[config.mk]
export PLATFORM = sky130hd
export DESIGN_NAME = alu_cmd_issuer_flat
export DESIGN_NICKNAME = d
export VERILOG_FILES = /design/src/rtl/alu_cmd_issuer_if.sv /design/src/rtl/alu_cmd_issuer.sv /design/src/flat_wrapper.sv
export SDC_FILE = /design/constraint.sdc
export NUM_CORES = 1
export LEC_CHECK = 0
export ABC_AREA = 1
export CORE_MARGIN = 2
export CORE_UTILIZATION = 40
export DETAILED_ROUTE_END_ITERATION = 16
export HOLD_SLACK_MARGIN = 0.03
export PLACE_DENSITY = 0.73
export SYNTH_ARGS = -nofsm -noshare
export SYNTH_HDL_FRONTEND = slang
export SYNTH_SLANG_ARGS = --single-unit
export TNS_END_PERCENT = 30
[constraint.sdc]
create_clock -name CLK_in -period 2.9 [get_ports CLK_in]
set_input_delay 0.435 -clock CLK_in [delete_from_list [all_inputs] [get_ports CLK_in]]
set_output_delay 0.435 -clock CLK_in [all_outputs]
set_load 0.005 [all_outputs]
[src/rtl/alu_cmd_issuer_if.sv]
// Channel bundle between the ALU command issuer and its environment.
// Carries the command channel (valid/ready + operands + function code), the
// drive/return signals of the registered arithmetic unit, and the response
// channel (valid/ready + result + status flags + completed-op counter).
//   master : the issuer's view (drives cmd_ready, ALU inputs, response side)
//   slave  : the environment's view (upstream controller, ALU, consumer)
interface alu_cmd_issuer_if #(
  parameter int Data_In_Width = 16,
  parameter int CNT_W         = 8
);
  // command channel
  logic                       cmd_valid;
  logic                       cmd_ready;
  logic [Data_In_Width-1:0]   cmd_A;
  logic [Data_In_Width-1:0]   cmd_B;
  logic [3:0]                 cmd_fun;
  // arithmetic unit side
  logic [Data_In_Width-1:0]   A_out;
  logic [Data_In_Width-1:0]   B_out;
  logic [3:0]                 alu_fun_out;
  logic                       arith_En_out;
  logic [2*Data_In_Width-1:0] arith_out_in;
  logic                       arith_flag_in;
  logic                       over_flow_in;
  // response channel
  logic                       rsp_valid;
  logic                       rsp_ready;
  logic [2*Data_In_Width-1:0] rsp_data;
  logic                       rsp_ovf;
  logic                       rsp_div0;
  logic                       rsp_err;
  logic [CNT_W-1:0]           ops_done;

  modport master (
    input  cmd_valid, cmd_A, cmd_B, cmd_fun,
    input  arith_out_in, arith_flag_in, over_flow_in,
    input  rsp_ready,
    output cmd_ready,
    output A_out, B_out, alu_fun_out, arith_En_out,
    output rsp_valid, rsp_data, rsp_ovf, rsp_div0, rsp_err, ops_done
  );

  modport slave (
    output cmd_valid, cmd_A, cmd_B, cmd_fun,
    output arith_out_in, arith_flag_in, over_flow_in,
    output rsp_ready,
    input  cmd_ready,
    input  A_out, B_out, alu_fun_out, arith_En_out,
    input  rsp_valid, rsp_data, rsp_ovf, rsp_div0, rsp_err, ops_done
  );
endinterface

[src/rtl/alu_cmd_issuer.sv]
// Command-side master for the registered arithmetic unit.
// Accepts one operation at a time on a valid/ready command channel, drives
// the ALU operand/function/enable inputs, captures the registered result when
// arith_flag returns and presents it on a valid/ready response channel.
// Divides by zero are answered locally without touching the ALU; a missing
// flag after TIMEOUT wait cycles produces an error response.
// Ports:
//   CLK_in : clock, rising edge
//   RST_in : asynchronous active-low reset
//   bus    : alu_cmd_issuer_if.master (command, ALU and response signals)
// Parameters:
//   Data_In_Width : operand width, result is 2*Data_In_Width
//   TIMEOUT       : wait cycles allowed for arith_flag (>= 1)
//   CNT_W         : width of the wrapping completed-operation counter
module alu_cmd_issuer #(
  parameter int Data_In_Width = 16,
  parameter int TIMEOUT       = 4,
  parameter int CNT_W         = 8
) (
  input logic              CLK_in,
  input logic              RST_in,
  alu_cmd_issuer_if.master bus
);

  localparam int TO_W = (TIMEOUT > 1) ? $clog2(TIMEOUT) : 1;

  typedef enum logic [1:0] {IDLE, ISSUE, WAIT, RESP} state_t;

  state_t                     state, state_nxt;

  logic [Data_In_Width-1:0]   a_q, b_q;
  logic [3:0]                 fun_q;
  logic [2*Data_In_Width-1:0] data_q;
  logic                       ovf_q, div0_q, err_q, rsp_valid_q;
  logic [CNT_W-1:0]           ops_q;
  logic [TO_W-1:0]            to_cnt;

  logic cmd_ready, arith_en;
  logic accept, div_zero, to_expired, handoff;

  assign accept     = cmd_ready & bus.cmd_valid;
  assign div_zero   = (bus.cmd_fun[1:0] == 2'b11) && (bus.cmd_B == '0);
  assign to_expired = (to_cnt == TO_W'(TIMEOUT - 1));
  assign handoff    = rsp_valid_q & bus.rsp_ready;

  // state register
  always_ff @(posedge CLK_in or negedge RST_in) begin
    if (!RST_in) state <= IDLE;
    else         state <= state_nxt;
  end

  // next-state logic
  always_comb begin
    state_nxt = state;
    unique case (state)
      IDLE:  if (accept) state_nxt = div_zero ? RESP : ISSUE;
      ISSUE: state_nxt = WAIT;
      WAIT:  if (bus.arith_flag_in || to_expired) state_nxt = RESP;
      RESP:  if (handoff) state_nxt = IDLE;
      default: state_nxt = IDLE;
    endcase
  end

  // state-decoded outputs; cmd_ready stays low while reset is held
  always_comb begin
    cmd_ready = 1'b0;
    arith_en  = 1'b0;
    unique case (state)
      IDLE:    cmd_ready = RST_in;
      ISSUE:   arith_en  = 1'b1;
      default: ;
    endcase
  end

  // datapath: command capture, result capture, timeout, response, counter
  always_ff @(posedge CLK_in or negedge RST_in) begin
    if (!RST_in) begin
      a_q         <= '0;
      b_q         <= '0;
      fun_q       <= '0;
      data_q      <= '0;
      ovf_q       <= 1'b0;
      div0_q      <= 1'b0;
      err_q       <= 1'b0;
      rsp_valid_q <= 1'b0;
      ops_q       <= '0;
      to_cnt      <= '0;
    end else begin
      // Operands only change on acceptance, i.e. never while enable is high.
      if (accept) begin
        a_q    <= bus.cmd_A;
        b_q    <= bus.cmd_B;
        fun_q  <= bus.cmd_fun;
        data_q <= '0;
        ovf_q  <= 1'b0;
        div0_q <= div_zero;
        err_q  <= 1'b0;
      end

      if (state == ISSUE) to_cnt <= '0;

      if (state == WAIT) begin
        if (bus.arith_flag_in) begin
          data_q <= bus.arith_out_in;
          ovf_q  <= bus.over_flow_in & (fun_q[1:0] != 2'b11);
        end else if (to_expired) begin
          err_q  <= 1'b1;
        end else begin
          to_cnt <= to_cnt + 1'b1;
        end
      end

      // rsp_valid rises on the first edge spent in RESP, so with a one-cycle
      // ALU the response appears three edges after acceptance and the
      // captured fields are already stable when it is published.
      if (state == RESP && !rsp_valid_q) begin
        rsp_valid_q <= 1'b1;
      end else if (handoff) begin
        rsp_valid_q <= 1'b0;
        ops_q       <= ops_q + 1'b1;
      end
    end
  end

  assign bus.cmd_ready    = cmd_ready;
  assign bus.A_out        = a_q;
  assign bus.B_out        = b_q;
  assign bus.alu_fun_out  = fun_q;
  assign bus.arith_En_out = arith_en;
  assign bus.rsp_valid    = rsp_valid_q;
  assign bus.rsp_data     = data_q;
  assign bus.rsp_ovf      = ovf_q;
  assign bus.rsp_div0     = div0_q;
  assign bus.rsp_err      = err_q;
  assign bus.ops_done     = ops_q;

endmodule

[src/flat_wrapper.sv]
// flat-port wrapper written by rule: the top's interface ports become plain ports
module alu_cmd_issuer_flat 
#(
  parameter int Data_In_Width = 16,
  parameter int TIMEOUT       = 4,
  parameter int CNT_W         = 8
)
  (CLK_in, RST_in, bus_cmd_valid, bus_cmd_A, bus_cmd_B, bus_cmd_fun, bus_arith_out_in, bus_arith_flag_in, bus_over_flow_in, bus_rsp_ready, bus_cmd_ready, bus_A_out, bus_B_out, bus_alu_fun_out, bus_arith_En_out, bus_rsp_valid, bus_rsp_data, bus_rsp_ovf, bus_rsp_div0, bus_rsp_err, bus_ops_done);
  alu_cmd_issuer_if #(.Data_In_Width(Data_In_Width), .CNT_W(CNT_W)) bus_i ();
  input logic CLK_in;
  input logic RST_in;
  input wire logic [$bits(bus_i.cmd_valid)-1:0] bus_cmd_valid;
  input wire logic [$bits(bus_i.cmd_A)-1:0] bus_cmd_A;
  input wire logic [$bits(bus_i.cmd_B)-1:0] bus_cmd_B;
  input wire logic [$bits(bus_i.cmd_fun)-1:0] bus_cmd_fun;
  input wire logic [$bits(bus_i.arith_out_in)-1:0] bus_arith_out_in;
  input wire logic [$bits(bus_i.arith_flag_in)-1:0] bus_arith_flag_in;
  input wire logic [$bits(bus_i.over_flow_in)-1:0] bus_over_flow_in;
  input wire logic [$bits(bus_i.rsp_ready)-1:0] bus_rsp_ready;
  output wire logic [$bits(bus_i.cmd_ready)-1:0] bus_cmd_ready;
  output wire logic [$bits(bus_i.A_out)-1:0] bus_A_out;
  output wire logic [$bits(bus_i.B_out)-1:0] bus_B_out;
  output wire logic [$bits(bus_i.alu_fun_out)-1:0] bus_alu_fun_out;
  output wire logic [$bits(bus_i.arith_En_out)-1:0] bus_arith_En_out;
  output wire logic [$bits(bus_i.rsp_valid)-1:0] bus_rsp_valid;
  output wire logic [$bits(bus_i.rsp_data)-1:0] bus_rsp_data;
  output wire logic [$bits(bus_i.rsp_ovf)-1:0] bus_rsp_ovf;
  output wire logic [$bits(bus_i.rsp_div0)-1:0] bus_rsp_div0;
  output wire logic [$bits(bus_i.rsp_err)-1:0] bus_rsp_err;
  output wire logic [$bits(bus_i.ops_done)-1:0] bus_ops_done;
  assign bus_i.cmd_valid = bus_cmd_valid;
  assign bus_i.cmd_A = bus_cmd_A;
  assign bus_i.cmd_B = bus_cmd_B;
  assign bus_i.cmd_fun = bus_cmd_fun;
  assign bus_i.arith_out_in = bus_arith_out_in;
  assign bus_i.arith_flag_in = bus_arith_flag_in;
  assign bus_i.over_flow_in = bus_over_flow_in;
  assign bus_i.rsp_ready = bus_rsp_ready;
  assign bus_cmd_ready = bus_i.cmd_ready;
  assign bus_A_out = bus_i.A_out;
  assign bus_B_out = bus_i.B_out;
  assign bus_alu_fun_out = bus_i.alu_fun_out;
  assign bus_arith_En_out = bus_i.arith_En_out;
  assign bus_rsp_valid = bus_i.rsp_valid;
  assign bus_rsp_data = bus_i.rsp_data;
  assign bus_rsp_ovf = bus_i.rsp_ovf;
  assign bus_rsp_div0 = bus_i.rsp_div0;
  assign bus_rsp_err = bus_i.rsp_err;
  assign bus_ops_done = bus_i.ops_done;
  alu_cmd_issuer #(.Data_In_Width(Data_In_Width), .TIMEOUT(TIMEOUT), .CNT_W(CNT_W)) u_core (.CLK_in(CLK_in), .RST_in(RST_in), .bus(bus_i));
endmodule
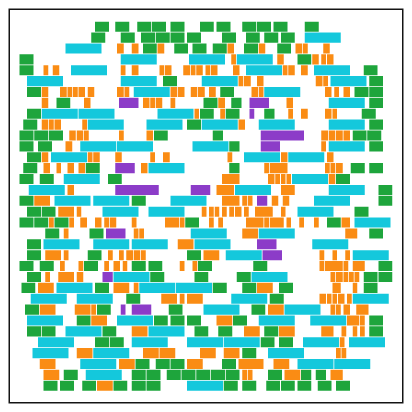
cell_classes.png
(4 px per um)
all other logic: in orange, cells 232. clock drivers and dummy loads: in purple, cells 15. flip-flops: in cyan, cells 84. other buffers and delay cells: in green, cells 161.

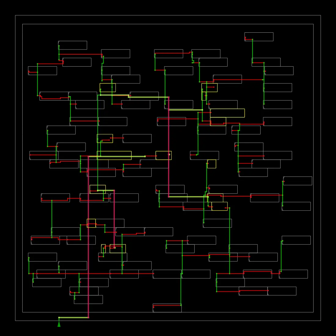
final_clocks.png
clock sink total: 84
clock tree skew after final layout: 11.6 ps
insertion delay to the later sink of the worst-skew pair: 350 ps

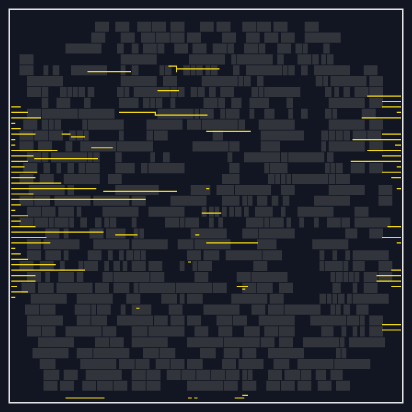
met3.png
(4 px per um) Cells faint in the background.
The layer holds 5.7% of the routed length. The layer carries 497 um of wire. The wires run mostly horizontal.
met3 Resource Use GR: 0.0487
post-detailed-routing wire length: 8710 um
via count: 2921

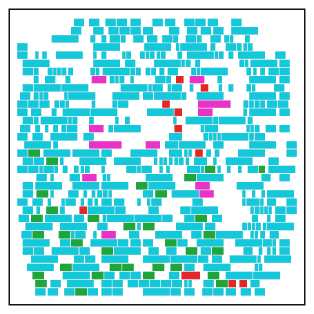
drive_strength.png
(3 px per um)
drive 3 to 4: in red, cells 10, share 2.0%, most used buf_4. drive 2: in green, cells 34, share 6.9%, most used mux2_2. drive 6 and up: in magenta, cells 11, share 2.2%, most used clkbuf_8. drive 1 or less: in cyan, cells 437, share 89%, most used clkdlybuf4s50_1.

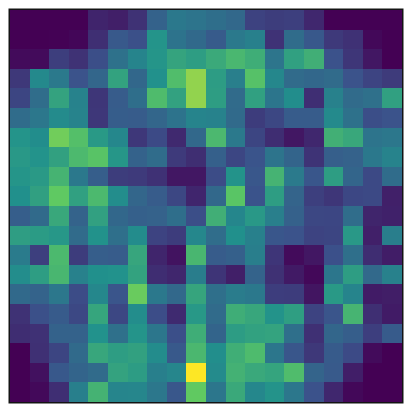
wire_density.png
(4 px per um) 20 x 20 tiles, from dark purple (low) to yellow (high), scaled to the fullest tile. Values are wire area over tile area, all layers added.
The fullest tile reaches 0.42. The mean over all tiles is 0.15. 24% of the tiles are over half the peak.

==> impl_metrics.ini <==
; synthesis and place-and-route metrics
[status]
run_status = completed

[floorplan]
design.die.area_um2 = 9610
core_util_floorplan = 0.409
chipWidth_um = 98.0
core_area_um2 = 8640
fp-row-count = 34

[cells_and_area]
nFlopsAndLatches = 84
final.clkbuf_count = 11
logic_area_um2 = 1270
synth_to_final_area_change_pct = 52.2
sh_seq_area = 0.391
fillCellCount = 736
flip_flop_count_of_the_largest_register_all_copies_and_words_added = 32
mostFrequentLayoutCells = clkdlybuf4s50_1, dfrtp_1, nand3_1, nand2_1, mux2_2
inverters = 19
cell_count_final_fillers_out = 600
clockNetworkAreaShare = 0.0384
final_util = 0.623

[synthesis]
synth-xor-area-share = 0.0149
synth_compound_gate_area_share = 0.0142
yosys.area.top_type = dfrtp_1
simple_gate_area_frac = 0.199
yosysWarningCount = 0
synth.cellmix.adderShare = 0.0248
cell_count_after_synthesis = 335
ys_types = 20

[setup_path]
worst-path-max-fanout = 4
setup.worst_path.end_class = output pin
reg2reg_setup_slack_ps = 810
crit-reg2reg-capture = u_core.bus.rsp_data[1]
ff2ff_path_depth = 6

[route]
ant_nets = 0
routed_via_density = 4.87
routed-wl-met3_um = 496

[run]
maxcap_viol_count = 0
warnings = 30

[final_timing]
report.final.setup_viol = 0
fmax_mhz = 454
period_needed_ps = 2200

[hold_path]
worst_hold_path_type = input pin to async pin

[grt]
grt.busiest_layer = met2
gr-total-overflow = 0
grt_usage = 0.188

[cts]
postCtsResizedCells = 0
holdBufCountCts = 0

[pwr]
cellPowerDensity_nw_per_um2 = 961

[place]
place.gp.congestion = 0.748
dp.cells = 585
detailed_place_hpwl_um = 6270
-- critical path: stages (launching register included) --
cell             delay (ps)
dfrtp_1                 420
inv_1                   120
ha_1                    280
nand2_1                  80
inv_1                    50
clkdlybuf4s50_1         480
-- cells in the mapped netlist --
cell / count
inv_1: 19
ha_1: 7
buf_4: 2
nand3_2: 2
nand2_1: 66
nor3_1: 1
nand2_2: 1
mux2_2: 32
mux2i_1: 1
o21ai_0: 8
buf_6: 1
nand3_1: 73
nor2_1: 14
buf_2: 10
xor2_1: 5
dfrtp_1: 84
a32o_1: 1
xnor2_1: 1
clkbuf_1: 6
nand4_1: 1
-- power breakdown --
group          switching [uW]  internal, uW
Combinational             843          1400
Sequential                326          1720
Clock                     402           481
Power and IR drop assume default switching activity.
